### src/rtl/wb_buffer_pkg.sv
`default_nettype none
// ============================================================================
// Module   : wb_buffer_pkg
// Brief    : Shared widths, entry type and sizing helper for the write buffer.
// Revision : 1.0  initial release
// ============================================================================
package wb_buffer_pkg;

   localparam int WB_DEPTH  = 4;
   localparam int WB_DATA_W = 16;
   localparam int WB_ADDR_W = 4;
   localparam int WB_CNT_W  = $clog2(WB_DEPTH) + 1;

   typedef struct packed {
      logic [WB_ADDR_W-1:0] addr;
      logic [WB_DATA_W-1:0] data;
   } wb_entry_t;

   // Occupancy counter must hold the value DEPTH itself, hence the extra bit.
   function automatic int cnt_width(input int depth);
      return $clog2(depth) + 1;
   endfunction

endpackage
`default_nettype wire

### src/rtl/wb_bypass_match.sv
`default_nettype none
// ============================================================================
// Module   : wb_bypass_match
// Brief    : Searches the pending-write queue for one register index and
//            returns the value of the youngest matching entry.
// Revision : 1.0  initial release
// ============================================================================
module wb_bypass_match
   import wb_buffer_pkg::*;
#(
   parameter int DEPTH  = WB_DEPTH,
   parameter int DATA_W = WB_DATA_W,
   parameter int ADDR_W = WB_ADDR_W,
   parameter int PTR_W  = $clog2(WB_DEPTH)
)(
   input  logic [ADDR_W-1:0] i_ent_addr [DEPTH],
   input  logic [DATA_W-1:0] i_ent_data [DEPTH],
   input  logic [DEPTH-1:0]  i_valid,
   input  logic [PTR_W-1:0]  i_head,
   input  logic [ADDR_W-1:0] i_lookup,
   output logic              o_hit,
   output logic [DATA_W-1:0] o_data
);

   logic [PTR_W-1:0] w_idx;

   // Walk from oldest to newest so a later match overrides an earlier one.
   always_comb begin
      o_hit  = 1'b0;
      o_data = '0;
      w_idx  = '0;
      for (int k = 0; k < DEPTH; k++) begin
         w_idx = i_head + PTR_W'(k);
         if (i_valid[w_idx] && (i_ent_addr[w_idx] == i_lookup)) begin
            o_hit  = 1'b1;
            o_data = i_ent_data[w_idx];
         end
      end
   end

endmodule
`default_nettype wire

### src/rtl/wb_write_buffer.sv
`default_nettype none
// ============================================================================
// Module   : wb_write_buffer
// Brief    : FIFO staging buffer in front of the register-file write port,
//            with rs/rt read bypass of not-yet-committed writes.
// Revision : 1.0  initial release
// ============================================================================
module wb_write_buffer
   import wb_buffer_pkg::*;
#(
   parameter int DEPTH  = WB_DEPTH,
   parameter int DATA_W = WB_DATA_W,
   parameter int ADDR_W = WB_ADDR_W
)(
   input  logic                          clk,
   input  logic                          reset,
   input  logic                          in_valid,
   output logic                          in_ready,
   input  logic [ADDR_W-1:0]             in_addr,
   input  logic [DATA_W-1:0]             in_data,
   input  logic                          wb_hold,
   output logic                          wb_en,
   output logic [ADDR_W-1:0]             wb_addr,
   output logic [DATA_W-1:0]             wb_data,
   input  logic [ADDR_W-1:0]             byp_rs_addr,
   output logic                          byp_rs_hit,
   output logic [DATA_W-1:0]             byp_rs_data,
   input  logic [ADDR_W-1:0]             byp_rt_addr,
   output logic                          byp_rt_hit,
   output logic [DATA_W-1:0]             byp_rt_data,
   output logic [cnt_width(DEPTH)-1:0]   count
);

   localparam int                 c_PTR_W = $clog2(DEPTH);
   localparam int                 c_CNT_W = cnt_width(DEPTH);
   localparam logic [c_CNT_W-1:0] c_FULL  = c_CNT_W'(DEPTH);

   logic [ADDR_W-1:0]  r_ent_addr [DEPTH];
   logic [DATA_W-1:0]  r_ent_data [DEPTH];
   logic [DEPTH-1:0]   r_valid;
   logic [c_PTR_W-1:0] r_head;
   logic [c_PTR_W-1:0] r_tail;
   logic [c_CNT_W-1:0] r_count;

   logic               w_nonempty;
   logic               w_push;
   logic               w_pop;
   logic [DEPTH-1:0]   w_valid_nxt;

   assign w_nonempty = (r_count != '0);
   // Readiness depends only on occupancy so a full buffer never refills in the
   // same cycle it drains, keeping wb_hold off the upstream handshake path.
   assign in_ready   = (r_count != c_FULL);
   assign w_push     = in_valid && in_ready;
   assign w_pop      = w_nonempty && !wb_hold;

   assign wb_en   = w_pop;
   assign wb_addr = w_nonempty ? r_ent_addr[r_head] : '0;
   assign wb_data = w_nonempty ? r_ent_data[r_head] : '0;
   assign count   = r_count;

   // Head and tail only coincide when empty or full, so pop and push never
   // touch the same valid bit in one cycle.
   always_comb begin
      w_valid_nxt = r_valid;
      if (w_pop) begin
         w_valid_nxt[r_head] = 1'b0;
      end
      if (w_push) begin
         w_valid_nxt[r_tail] = 1'b1;
      end
   end

   always_ff @(posedge clk) begin
      if (!reset) begin
         r_head  <= '0;
         r_tail  <= '0;
         r_count <= '0;
         r_valid <= '0;
      end else begin
         r_valid <= w_valid_nxt;
         if (w_pop) begin
            r_head <= r_head + c_PTR_W'(1);
         end
         if (w_push) begin
            r_tail <= r_tail + c_PTR_W'(1);
         end
         if (w_push && !w_pop) begin
            r_count <= r_count + c_CNT_W'(1);
         end else if (w_pop && !w_push) begin
            r_count <= r_count - c_CNT_W'(1);
         end
      end
   end

   always_ff @(posedge clk) begin
      if (w_push) begin
         r_ent_addr[r_tail] <= in_addr;
         r_ent_data[r_tail] <= in_data;
      end
   end

   wb_bypass_match #(
      .DEPTH  (DEPTH),
      .DATA_W (DATA_W),
      .ADDR_W (ADDR_W),
      .PTR_W  (c_PTR_W)
   ) u_byp_rs (
      .i_ent_addr (r_ent_addr),
      .i_ent_data (r_ent_data),
      .i_valid    (r_valid),
      .i_head     (r_head),
      .i_lookup   (byp_rs_addr),
      .o_hit      (byp_rs_hit),
      .o_data     (byp_rs_data)
   );

   wb_bypass_match #(
      .DEPTH  (DEPTH),
      .DATA_W (DATA_W),
      .ADDR_W (ADDR_W),
      .PTR_W  (c_PTR_W)
   ) u_byp_rt (
      .i_ent_addr (r_ent_addr),
      .i_ent_data (r_ent_data),
      .i_valid    (r_valid),
      .i_head     (r_head),
      .i_lookup   (byp_rt_addr),
      .o_hit      (byp_rt_hit),
      .o_data     (byp_rt_data)
   );

endmodule
`default_nettype wire
### config.mk
export PLATFORM = sky130hd
export DESIGN_NAME = wb_write_buffer
export DESIGN_NICKNAME = d
export VERILOG_FILES = /design/src/rtl/wb_buffer_pkg.sv /design/src/rtl/wb_bypass_match.sv /design/src/rtl/wb_write_buffer.sv
export SDC_FILE = /design/constraint.sdc
export NUM_CORES = 1
export LEC_CHECK = 0
export CAP_MARGIN = 20
export CELL_PAD_IN_SITES_DETAIL_PLACEMENT = 0
export CELL_PAD_IN_SITES_GLOBAL_PLACEMENT = 1
export CORE_AREA = 2 2 126 128
export DETAILED_ROUTE_END_ITERATION = 6
export DIE_AREA = 0 0 128 130
export GPL_TIMING_DRIVEN = 0
export PLACE_DENSITY_LB_ADDON = 0.1
export SYNTH_ARGS = -nofsm -noshare
export SYNTH_HDL_FRONTEND = slang
export SYNTH_SLANG_ARGS = --single-unit
### constraint.sdc
create_clock -name clk -period 10.2 [get_ports clk]
set_input_delay 2.04 -clock clk [delete_from_list [all_inputs] [get_ports clk]]
set_output_delay 2.04 -clock clk [all_outputs]
set_load 0.03 [all_outputs]
### Cell placement

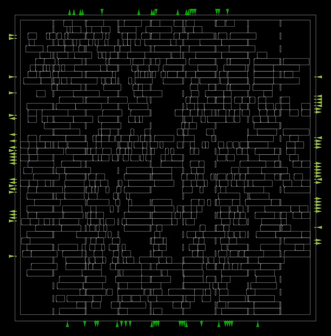
sequential share of cell area: 31.5%
seq_cells: 91
# fillers: 1,336

### Signal metal coverage by tile

The die is cut into 26 by 26 equal tiles; dark blue is low, red is high, scaled to the fullest tile. Values are wire area over tile area, all layers added.
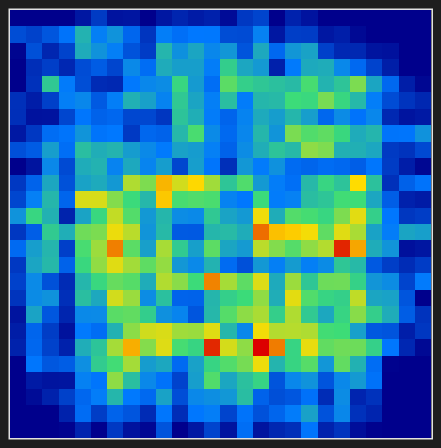
- mean over tiles: 0.21
- tiles over half the peak: 18%
- nearly empty tiles: 8.7%
- emptiest ninth of the die: north-west
- densest ninth of the die: centre

### Clock distribution

Bar = 50 um.
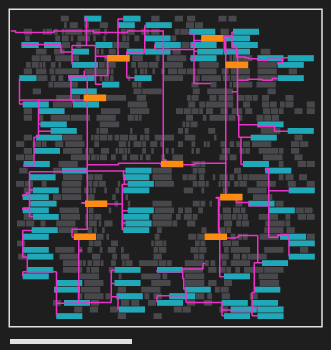
- cyan: flip-flops (count 91)
- orange: clock drivers (count 9)
- magenta: clock wires (length 1,340 um)
- routed clock nets: 10
Clk pwr share: 16.0%
clk latency late pin: 360 ps
Power Clock: 0.344 mW
Final Skew: 7.47 ps

### Where the registers sit

Bar = 50 um. Other sequential cells in the stronger grey, the rest of the logic in the fainter grey.
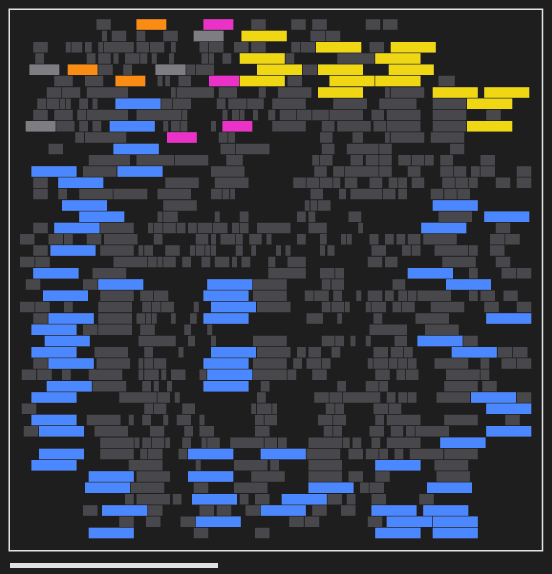
- yellow: r_ent_addr (placed flops 16)
- orange: count (placed flops 3)
- blue: r_ent_data (placed flops 64)
- magenta: r_valid (placed flops 4; where north)
- not coloured: 4

==> run notes <==
impl run done, here's what came out: outcome finished clean, Worst EP required ~8000 ps, dpl hpwl 15,100 um, crit path buf inv count 10, Syn Std Cell Area 6790 um2, largest net degree at the start of global routing 16, critical path startpoint r_head[1], Mapped Nets 546, hold_buf cts 0, Layout area overhead 22.7%, Slew Limit Fails 0, Post-synth ARST share 0%, Initial DRC Count 681, dominant register cell edfxtp_1, Synth Seq Share 38.6%, clk sink count 91, Commonest Layout Cell clkdlybuf4s50_1, CTS Buffer Depth 2, share of cells above drive strength 1 22.0%, Min-Delay Path Class flop to flop, CP max stage delay 750 ps, family with the most delay on the worst path buffers and inverters, Setup TNS 0 ps, period utilisation layout 83.7%, Post-Syn Instances around 500, hold_ws 540 ps, GP Congestion 0.851, critical path class flop to primary output, Post-CTS Setup Inserts 0, Cell Pwr Density 258 nW/um2, worst-margin pin slew 953 ps, Area leader share 35.4%, mux frac, synth approximately 28%, Complex Gates by Area 10.1%, tool warnings 32, CP endpoint kind primary output, slew margin rel. between 30% and 40%, cell chain of the critical path buf_2 > buf_2 > buf_2 > clkbuf_1 > inv_1 > ha_1 > buf_6 > buf_2 > mux4_2 > nand4_1 > clkbuf_1 > clkbuf_1 > nor2_1 > a31oi_1 > clkdlybuf4s50_1, Unique cell types 36, drt drc 0, drt total wl between 20,000 and 25,000 um, Chip Height ~130 um, AND/OR/NAND/NOR Cells, Area Fraction 12.8%, Critical Path Fanout Max 10, XOR Share, Synth under 10%, most frequent cells in the layout clkdlybuf4s50_1, mux4_2, edfxtp_1, crit path launch type flop, Die Area 16,600 um2, unrepaired setup endpoints after global routing false, vias per std cell between 6 and 7, post-route design area approximately 8300 um2, Routed Antenna Nets 0, Adders+Majority by Area 1.95%, die width 128 um, Fmax 0.117 GHz, worst r2r src r_head[1], Final Hold Vio Count 0, io pins 91
==> where the power goes <==
| part | internal (mW) | total, mW | switching [mW] | leakage (nW) |
|---|---|---|---|---|
| Combinational | 0.590 | 1.31 | 0.716 | 1.65 |
| Clock | 0.192 | 0.344 | 0.152 | 0.141 |
| Sequential | 0.457 | 0.500 | 0.0433 | 0.823 |
| Total | 1.24 | 2.15 | 0.911 | 2.62 |
==> flip-flops by register name, summed over array words and instances (netlist names) <==
name,cells
r_head,2
r_tail,2
count,3
r_ent_data,64
r_ent_addr,16
r_valid,4
==> area by class of cell <==
| type | count | area, um2 |
|---|---|---|
| plain buffers | 41 | 203 |
| clock inverters | 5 | 60.1 |
| multi-input cells | 361 | 3920 |
| well taps | 192 | 240 |
| inverters | 11 | 41.3 |
| fillers | 1336 | 7090 |
| flip-flops and latches | 91 | 2620 |
| clock buffers | 11 | 233 |
| repair buffers | 94 | 1010 |
==> final timing paths <==
path / slack (ps) / depth (start not counted) / endpoint
worst max register to register: 5210 / 12 / r_head[1]
worst min register to register: 540 / 2 / count[2]
worst min-delay path: 540 / 2 / count[2]
worst max-delay path: 1660 / 15 / byp_rs_data[8]
==> through the flow <==
stage | std cells | setup slack, ps | power [mW]
finish | 806 | 1660 | 2.15
global route | 806 | 1290 | 2.25
CTS | 806 | 1660 | 2.16
detailed placement | 790 | 2110 | 1.81
global placement | 786 | 2160 | 1.79
floorplan | 504 | 3980 | 1.40
==> per-layer routing <==
metal / part of all wire, % / up-vias / wire [um] / track usage (%)
met2: 48 / 329 / 10000 / 40.8
met5: 0 / - / 0 / 0
met3: 8.8 / 24 / 1850 / 4.18
met4: 1.7 / 0 / 351 / 8.08
met1: 42 / 2649 / 8800 / 37.5
li1: - / 2249 / - / -
Power is estimated from default activity; no workload was simulated.
